<file path="config.mk">
export PLATFORM = sky130hd
export DESIGN_NAME = ym3438_mixer_acc
export DESIGN_NICKNAME = d
export VERILOG_FILES = /design/src/rtl/ym3438_pkg.sv /design/src/rtl/ym3438_mixer_side.sv /design/src/rtl/ym3438_mixer_acc.sv
export SDC_FILE = /design/constraint.sdc
export NUM_CORES = 1
export LEC_CHECK = 0
export ABC_AREA = 0
export CORE_UTILIZATION = 57
export CTS_BUF_LIST = sky130_fd_sc_hd__clkbuf_4
export CTS_CLUSTER_DIAMETER = 50
export CTS_CLUSTER_SIZE = 10
export DETAILED_ROUTE_END_ITERATION = 6
export GPL_ROUTABILITY_DRIVEN = 0
export PLACE_DENSITY_LB_ADDON = 0.08
export SLEW_MARGIN = 15
export SYNTH_ARGS = -nofsm -noshare
export SYNTH_HDL_FRONTEND = slang
export SYNTH_SLANG_ARGS = --single-unit
</file>
<file path="constraint.sdc">
create_clock -name MCLK -period 4.54 [get_ports MCLK]
set_clock_uncertainty 0.1 [all_clocks]
set_input_delay 0.454 -clock MCLK [delete_from_list [all_inputs] [get_ports MCLK]]
set_output_delay 0.454 -clock MCLK [all_outputs]
set_load 0.03 [all_outputs]
</file>
<file path="src/rtl/ym3438_pkg.sv">
// Shared types, ladder offsets and output saturation for the YM3438 mixer.
// The ladder constants are used only when YM3438_MIXER_LADDER_EN is defined.
package ym3438_pkg;

    typedef logic [3:0] ch_idx_t;

    localparam int LADDER_POS  = 4;
    localparam int LADDER_NEG  = 3;
    localparam int LADDER_MUTE = 4;

    // Clamp a 32-bit signed value into the signed range of a w-bit word.
    function automatic logic signed [31:0] sat_to_width(input logic signed [31:0] x,
                                                         input int w);
        logic signed [31:0] hi;
        logic signed [31:0] lo;
        hi = (32'sd1 <<< (w - 1)) - 32'sd1;
        lo = -(32'sd1 <<< (w - 1));
        if (x > hi)
            return hi;
        else if (x < lo)
            return lo;
        else
            return x;
    endfunction

endpackage

</file>
<file path="src/rtl/ym3438_mixer_side.sv">
// One stereo side of the mixer: pan gating, frame accumulator and saturated output.
// Optional YM3438_MIXER_LADDER_EN replaces the pan mask with the DAC crossover offsets.
module ym3438_mixer_side
    import ym3438_pkg::*;
#(
    parameter int IN_W  = 9,
    parameter int OUT_W = 14,
    parameter int ACC_W = IN_W + 4
) (
    input  logic                    MCLK,
    input  logic                    reset,
    input  logic                    step,
    input  logic                    pan,
    input  logic                    base_zero,
    input  logic                    add,
    input  logic                    last,
    input  logic signed [IN_W-1:0]  value,
    output logic signed [OUT_W-1:0] out
);

    logic signed [ACC_W-1:0] acc;
    logic signed [ACC_W-1:0] v;
    logic signed [ACC_W-1:0] contrib;
    logic signed [ACC_W-1:0] sum_p0;

    assign v = ACC_W'(value);

`ifdef YM3438_MIXER_LADDER_EN
    // Even a muted channel contributes the ladder's crossover step.
    always_comb begin
        contrib = '0;
        if (v[ACC_W-1])
            contrib = pan ? v - ACC_W'(LADDER_NEG) : -ACC_W'(LADDER_MUTE);
        else
            contrib = pan ? v + ACC_W'(LADDER_POS) : ACC_W'(LADDER_MUTE);
    end
`else
    assign contrib = pan ? v : '0;
`endif

    // base_zero drops the partial frame; add=0 with it discards the sample too.
    assign sum_p0 = (base_zero ? '0 : acc) + (add ? contrib : '0);

    // ---- frame accumulation / output latch ----
    always_ff @(posedge MCLK) begin
        if (reset) begin
            acc <= '0;
            out <= '0;
        end else if (step) begin
            if (last) begin
                out <= OUT_W'(sat_to_width(32'(sum_p0), OUT_W));
                acc <= '0;
            end else begin
                acc <= sum_p0;
            end
        end
    end

endmodule

</file>
<file path="src/rtl/ym3438_mixer_acc.sv">
// Stereo output accumulator: per-channel pan, frame sequencing, saturation, valid strobe.
// Build option: YM3438_MIXER_LADDER_EN selects the DAC ladder crossover contribution.
module ym3438_mixer_acc
    import ym3438_pkg::*;
#(
    parameter int NUM_CH = 6,
    parameter int IN_W   = 9,
    parameter int OUT_W  = 14,
    parameter int ACC_W  = IN_W + 4
) (
    input  logic                    MCLK,
    input  logic                    reset,
    input  logic                    c1,
    input  logic                    c2,
    input  logic                    ch_valid,
    input  logic [3:0]              ch_idx,
    input  logic signed [IN_W-1:0]  ch_value,
    input  logic                    pan_l,
    input  logic                    pan_r,
    output logic signed [OUT_W-1:0] out_l,
    output logic signed [OUT_W-1:0] out_r,
    output logic                    out_valid,
    output logic                    seq_err,
    input  logic                    seq_err_clr
);

    localparam ch_idx_t LAST_IDX = ch_idx_t'(NUM_CH - 1);

    ch_idx_t exp_idx;
    logic    accept;
    logic    idx_ok;
    logic    restart;
    logic    frame_end;
    logic    valid_pend;

    // exp_idx never exceeds LAST_IDX, so out-of-range indices always mismatch.
    assign accept    = c1 & ch_valid;
    assign idx_ok    = (ch_idx == exp_idx);
    assign restart   = ~idx_ok & (ch_idx == '0);
    assign frame_end = accept & idx_ok & (exp_idx == LAST_IDX);

    ym3438_mixer_side #(.IN_W(IN_W), .OUT_W(OUT_W), .ACC_W(ACC_W)) u_side_l (
        .MCLK      (MCLK),
        .reset     (reset),
        .step      (accept),
        .pan       (pan_l),
        .base_zero (~idx_ok),
        .add       (idx_ok | restart),
        .last      (frame_end),
        .value     (ch_value),
        .out       (out_l)
    );

    ym3438_mixer_side #(.IN_W(IN_W), .OUT_W(OUT_W), .ACC_W(ACC_W)) u_side_r (
        .MCLK      (MCLK),
        .reset     (reset),
        .step      (accept),
        .pan       (pan_r),
        .base_zero (~idx_ok),
        .add       (idx_ok | restart),
        .last      (frame_end),
        .value     (ch_value),
        .out       (out_r)
    );

    // ---- sequencing ----
    always_ff @(posedge MCLK) begin
        if (reset) begin
            exp_idx <= '0;
            seq_err <= 1'b0;
        end else if (c1) begin
            if (accept) begin
                if (!idx_ok)
                    exp_idx <= restart ? ch_idx_t'(1) : '0;
                else if (exp_idx == LAST_IDX)
                    exp_idx <= '0;
                else
                    exp_idx <= exp_idx + ch_idx_t'(1);
            end
            // A fresh error outranks a simultaneous clear.
            if (accept && !idx_ok)
                seq_err <= 1'b1;
            else if (seq_err_clr)
                seq_err <= 1'b0;
        end
    end

    // ---- out_valid: latched on c1, shown on the next c2, dropped at the next c1 ----
    always_ff @(posedge MCLK) begin
        if (reset) begin
            valid_pend <= 1'b0;
            out_valid  <= 1'b0;
        end else if (c1) begin
            valid_pend <= frame_end;
            out_valid  <= 1'b0;
        end else if (c2 && valid_pend) begin
            valid_pend <= 1'b0;
            out_valid  <= 1'b1;
        end
    end

endmodule

</file>
==> reports/results.tsv, run 1 <==
metric	value	unit
Setup WS pre-CTS	482.4	ps
post-cts gate resize count	0	
Worst path slowest cell	clkdlybuf4s50_1	
R2R Path End	u_side_l.out[12]	
flip-flops with a built-in enable	0	
worst-path fanout max	8	
Async SR Flop Fraction	0	
Area Growth Syn to Fin	17.24	%
Iter 0 DRT Violations	237	
vias in the first global route	3203	
Leak Pwr	1.718	nW
Worst Path Arrival	3960	ps
Worst EP required	4780	ps
Vias/cell	5.897	
diode count	0	
Die Span Y	82.12	um
cell family with most CP delay	simple AND/OR/NAND/NOR gates	
crit end category	flip-flop	
Top FF cell, synth	dfxtp_1	
Synth Seq Share	0.3228	
fillcell total	513	
worst hold endpoint	u_side_l.acc[7]	
Max-slew headroom	0.3423	
yosys warning tally	0	
PwrDens	213.6	nW/um2
H-tree levels	3	
CP dominant cell by count	nor2b_1	
Max Freq	268.7	MHz
CTS Buf Count	9	
Unique cell types	58	
Setup violations, final	0	
most numerous logic cell after layout	dfxtp_1	
root buffer cell	clkbuf_4	
Hold Crit Class	reg2reg	
Top cells excl fill/tap	dfxtp_1, nand2_1, clkdlybuf4s50_1	
fraction of layout cells with a size suffix above 1	0.06413	
DRC violations left	0	
min cycle time layout	3722	ps
overall routing resource usage	0.2951	
setup_tns	0	ps
Pre-antenna DRT Iters	5	
RSZ-0062 raised after global routing	no	
Reg clk slew, reported paths	100	ps
startpoint class of the critical path	input port	
Cell Chain, Critical Path	clkdlybuf4s50_1 > xnor2_1 > and4_1 > nor2_1 > nor2b_1 > and2_1 > ha_1 > inv_1 > fa_1 > nor2b_1 > o2111ai_1 > a21boi_1 > o21ai_0 > xor2_1 > a211oi_2	
synthesized netlist cell count	449	
Die Area	6743	um2
# clock sinks	59	
syn nets	498	
Detail Route Antenna Nets	0	
post-CTS setup buffer count	0	
total tool warning count	27	
Tcrit/Tclk final	0.8199	
Max clock buf depth	2	
die width	82.12	um
hold buffer count at CTS	0	
CP max stage delay	450	ps
nets	543	
syn avg cell area	8.148	um2
CTS tree	done	
R2R setup slack	920	ps
Hold Crit Start	u_side_l.acc[7]	
Final Hold Viols	0	
status	finished clean	
Crit path buffers/inverters	2	
worst r2r src	exp_idx[0]	
pin count of the biggest net entering global routing	33	
DP HPWL	6.341	mm
Worst R2R Path Depth	14	
core footprint	6061	um2
total grt overflow	0	
yosys cell count	449	
clk ins delay skew pair	410	ps
initial core utilization	0.6036	
[run 1: routing by layer]
metal	routed length, um	share of wire	GRT usage	up-vias
met3	413	0.046	0.04725	20
met2	4217	0.47	0.4835	107
met5	0	0	0	-
met1	4163	0.46	0.3758	1584
li1	-	-	-	1674
met4	212	0.024	0.1439	0
[run 1: tightest hold or removal path: cells and delay by family (launching register included)]
family,cells,cell delay (ps)
compound gates,1,50
flops,1,320
simple gates,1,50
[run 1: metrics by stage]
| step | cells | cell area [um2] | total power, mW | hold slack [ps] | util |
|---|---|---|---|---|---|
| 3_3_place_gp | 558 | 4187 | 0.6145 | 329.8 | 0.6908 |
| 3_5_place_dp | 558 | 4187 | 0.6158 | 335.0 | 0.6908 |
| 4_1_cts | 574 | 4289 | 0.9187 | 349.3 | 0.7077 |
| 5_1_grt | 574 | 4289 | 0.9541 | 376.7 | 0.7077 |
| 2_1_floorplan | 449 | 3659 | 0.5806 | 322.7 | - |
| 6_report | 574 | 4289 | 0.9160 | 347.7 | 0.7077 |
[run 1: flip-flops by register name (all words and copies together) (netlist names)]
name,count
u_side_r.out,13
valid_pend,1
exp_idx,4
u_side_r.acc,13
seq_err,1
u_side_l.out,13
out_valid,1
u_side_l.acc,13
[run 1: synthesized netlist by cell type, drive strengths merged (5+ instances only)]
cell,n,area [um2]
dfxtp,59,1181
nand2,51,191.4
and2,40,250.2
nor2,40,150.1
a21oi,36,180.2
ha,26,325.3
o21ai,25,128.9
xnor2,12,105.1
a22oi,11,82.58
buf,11,65.07
clkbuf,11,41.29
nor3,11,76.33
inv,10,37.54
a21o,9,67.56
nand3,9,50.05
a211oi,8,65.06
nand3b,7,52.55
xor2,7,61.31
nor2b,6,37.54
o21a,6,45.04
a22o,5,43.79
or3,5,31.28
[run 1: kinds of logic after synthesis]
group / count (synthesis) / share of synthesized area
flops: 59 / 0.3228
mux: 3 / 0.008550
simple gates: 188 / 0.2681
compound gates: 120 / 0.2158
buf+inv: 32 / 0.03933
fa+ha+maj: 28 / 0.09986
xor+xnor: 19 / 0.04549
[run 1: layout make-up]
type,instances,area (um2),share of cell area
multi-input combinational,358,2333,0.5440
sequential,59,1181,0.2754
timing repair buffer,56,540.5,0.1260
tap,75,93.84,0.02188
clock buffer,11,82.58,0.01925
inverter,10,37.54,0.008751
clock inverter,5,20.02,0.004667
[run 1: where the power goes]
group	total [mW]	internal [mW]	switching, mW	leakage [nW]
Clock	0.311	0.117	0.194	0.0608
Combinational	0.0827	0.0338	0.0490	1.18
Sequential	0.522	0.520	0.00210	0.476
[run 1: how the worst max path moves through the flow]
stage	endpoint	depth (start not counted)	slack, ps	start
2_1_floorplan	u_side_l.out[12]	15	1280	ch_idx[0]
3_3_place_gp	u_side_r.acc[10]	15	670	ch_idx[0]
3_5_place_dp	u_side_l.out[12]	15	480	ch_idx[0]
4_1_cts	u_side_l.out[12]	15	880	ch_idx[0]
5_1_grt	u_side_l.out[12]	14	470	ch_idx[3]
6_report	u_side_l.out[12]	15	820	ch_idx[0]
==> run_1/wires.png <==
The bar under the picture is 20 um long.
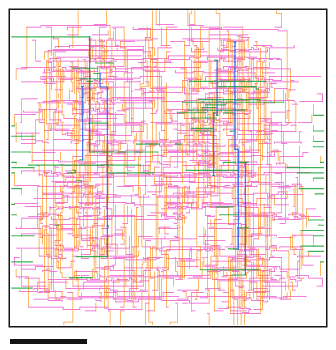
Key: metal 2 = orange [wire length 4220 um]; metal 3 = green [wire length 413 um]; metal 4 = blue [wire length 213 um]; metal 1 = magenta [wire length 4160 um]
via count: 3385
total wire length: 9.007 mm
Routed WL per cell: 15.69 um

==> run_1/congestion.png <==
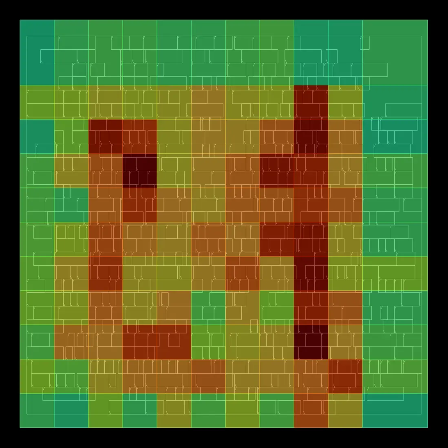
grt met3 use: 0.04725
met1 capacity usage during global routing: 0.3758
M2 GR Usage: 0.4835

==> run_1/flops_by_reg.png <==
The bar under the picture is 20 um long.
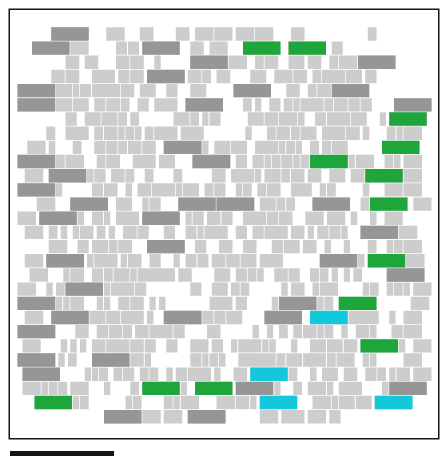
Key: exp_idx = cyan [placed flops 4]; u_side_r.out = green [placed flops 13]
Another 42 sequential cells are not colored.

==> run_1/metal_density.png <==
The bar under the picture is 20 um long. 16 x 16 tiles, from dark blue (low) to red (high), scaled to the fullest tile. Values are wire area over tile area, all layers added.
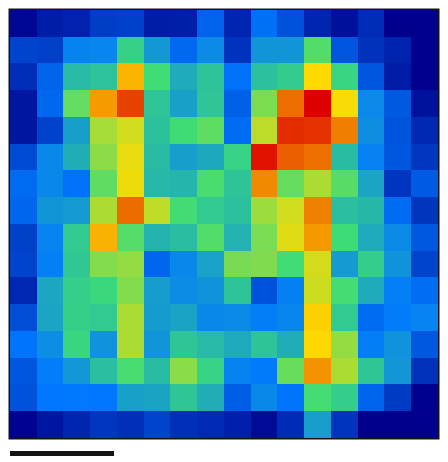

==> inputs of run 2 (changes only) <==
Clock period 4.54 ns to 3.48 ns, I/O delays scaled along.
==> run_2/metal_density.png <==
The bar under the picture is 20 um long. 16 x 16 tiles, from dark blue (low) to red (high), scaled to the fullest tile. Values are wire area over tile area, all layers added.
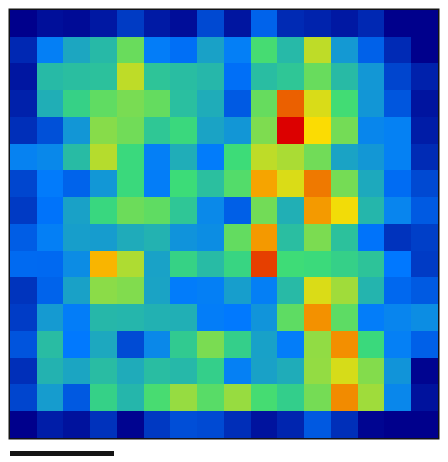
The densest ninth of the die: middle. 24% of the tiles are over half the peak. The fullest tile reaches 0.66.
Routed WL per cell: 16.07 um
total wire length: 9.736 mm
via count: 3559
overall routing resource usage: 0.3085

==> run_2/wires.png <==
The bar under the picture is 20 um long.
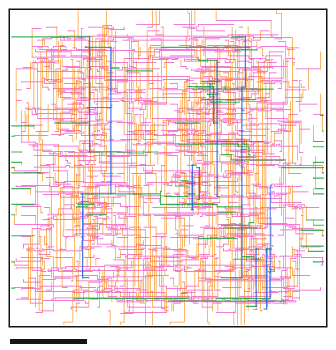
Key: metal 1 = magenta [wire length 4320 um]; metal 4 = blue [wire length 281 um]; metal 2 = orange [wire length 4600 um]; metal 3 = green [wire length 531 um]

==> run 2 against run 1 <==
- clock-buffer cell count is 2 lower
- global-route usage rose by 1.3 points
- largest cell class unchanged
- sequential cell count unchanged
- core utilization grew 4.8 points
- setup slack worse by 570 ps
- sequential share of layout area shrank 1.7 points
- synthesized cell count unchanged
- critical endpoint is now u_side_r.acc[10]
- critical path type unchanged
- die size did not move
==> reports/results.tsv, run 2 <==
metric	value	unit
nets	575	
Setup violations, final	0	
CTS tree	done	
most numerous logic cell after layout	dfxtp_1	
cell family with most CP delay	AND-OR/OR-AND gates	
Non-Filler Instances	606	
Worst path slowest cell	clkdlybuf4s50_1	
Synth top cells by count	dfxtp_1, nand2_1, and2_1, nor2_1, a21oi_1	
cell accounting for the most synthesized area	dfxtp_1	
Metal-1 WL	4.320	mm
Synth Seq Share	0.3228	
Syn Std Cell Area	3659	um2
setup_tns	0	ps
Pre-antenna DRT Iters	5	
pin count of the biggest net entering global routing	59	
total grt overflow	0	
post-CTS setup buffer count	0	
Crit path buffers/inverters	3	
Detail Route Antenna Nets	0	
core footprint	6061	um2
post-cts gate resize count	0	
total power	1.294	mW
Final Hold Viols	0	
clk ins delay skew pair	440	ps
die width	82.12	um
Worst EP required	3720	ps
Design Area, Final	4578	um2
worst vdd ir	302.6	uV
status	finished clean	
flip-flops with a built-in enable	0	
Die Span Y	82.12	um
Top FF cell, synth	dfxtp_1	
CP max stage delay	460	ps
Iter 0 DRT Violations	189	
Setup Crit Path Kind	in2reg	
Synth area leaders	dfxtp_1, ha_1, and2_1	
RSZ-0062 raised after global routing	no	
Slew Viols, Final	0	
crit end category	flip-flop	
Final WS setup	245.3	ps
placed instance count	590	
total tool warning count	27	
Async SR Flop Fraction	0	
Flops after synth	59	
vias in the first global route	3423	
yosys cell count	449	
Leak Pwr	1.911	nW
syn avg cell area	8.148	um2
Reg clk slew, reported paths	110	ps
Core Rows	28	
Top cells excl fill/tap	dfxtp_1, nand2_1, clkdlybuf4s50_1	
Worst-Margin Slew	1074	ps
count leader, synth	dfxtp_1	
Max Cap Violations	0	
WL met2	4.604	mm
initial antenna violation count	0	
Top cell area share	0.3228	
top routing layer used	met4	
Max clock buf depth	2	
worst-path fanout max	5	
placed cell area	4427	um2
startpoint class of the critical path	input port	
CTS Buf Count	9	
worst hold margin	350.3	ps
# clock sinks	59	
H-tree levels	3	
Area Growth Syn to Fin	25.14	%
PwrDens	282.7	nW/um2
yosys warning tally	0	
Port-buffer cells	50	
DRC violations left	0	
syn nets	498	
Max-slew headroom	0.2841	
fraction of layout cells with a size suffix above 1	0.1394	
initial core utilization	0.6036	
DR WL met3	530	um
DP HPWL	6.907	mm
Cell Chain, Critical Path	clkdlybuf4s50_1 > nor4_1 > buf_4 > nor2_2 > nor2b_2 > and2_1 > ha_1 > inv_1 > fa_1 > nor2b_1 > o31a_1 > o21bai_1 > a21boi_1 > o21ai_0 > a32o_1	
hold buffer count at CTS	0	
min cycle time layout	3235	ps
Die Area	6743	um2
root buffer cell	clkbuf_4	
diode count	0	
first-pass GRT wire length	15.57	mm
Worst Path Arrival	3470	ps
Hold Crit Class	reg2reg	
Max Freq	309.2	MHz
Vias/cell	5.873	
Tcrit/Tclk final	0.9295	
Setup WS pre-CTS	-236.2	ps
synthesized netlist cell count	449	
Unique cell types	58	
==> run_2/congestion.png <==
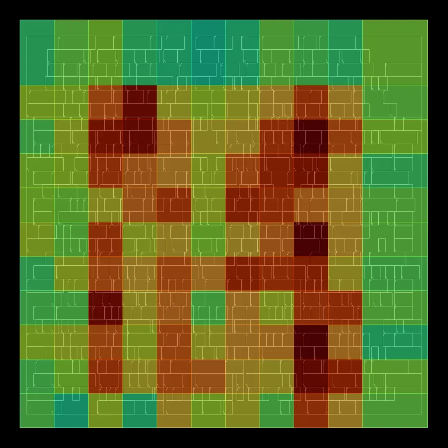
Top Usage Layer GRT: met2
Final Core Density: 0.7554

==> run 2: cell types whose count changed in the layout (fill, tap and decap cells not counted), sizes merged <==
cell	change
buf	+32
bufinv	+1
clkbuf	-2
clkinv	+1
==> run 2: power by group <==
part           switching [mW]  internal [mW]  total, mW  leakage [nW]
registers             0.00308          0.679      0.682         0.477
logic                  0.0690         0.0555      0.125          1.36
clock network           0.278          0.210      0.488        0.0767
total                   0.350          0.945       1.29          1.91
==> run 2: layer usage <==
metal	up-vias	track usage
li1	1749	-
met1	1650	0.3603
met2	133	0.5331
met3	27	0.05275
met4	0	0.1702
met5	-	0
==> run 2: final timing paths <==
check	from	end	slack (ps)	depth (start not counted)
max reg2reg	exp_idx[2]	u_side_r.acc[10]	260	14
max	ch_idx[3]	u_side_r.acc[10]	250	15
min	u_side_r.acc[11]	u_side_r.acc[11]	350	2
min reg2reg	u_side_r.acc[11]	u_side_r.acc[11]	350	2
==> run 2: area by class of cell <==
cell class,count,area (um2)
Multi-Input combinational cell,358,2356
Tap cell,75,93.84
Fill cell,489,1483
Clock inverter,7,58.81
Sequential cell,59,1184
Clock buffer,9,67.56
Timing Repair Buffer,88,780.7
Inverter,10,37.54
==> run 2: worst min-delay path, delay by kind of cell (launching register included) <==
| family | cells | cell delay, ps |
|---|---|---|
| AND-OR/OR-AND | 1 | 50 |
| flip-flops | 1 | 320 |
| AND/OR/NAND/NOR | 1 | 50 |
==> run 2: logic make-up (layout without fill, tap and decap cells) <==
logic type | after synthesis | in the layout | share of synthesized area
multiplexers | 3 | 3 | 0.008550
XOR/XNOR | 19 | 19 | 0.04549
buffers and inverters | 32 | 114 | 0.03933
AND/OR/NAND/NOR | 188 | 188 | 0.2681
flip-flops | 59 | 59 | 0.3228
AND-OR/OR-AND | 120 | 120 | 0.2158
adder cells (fa/ha/maj) | 28 | 28 | 0.09986
Power and IR drop assume default switching activity.
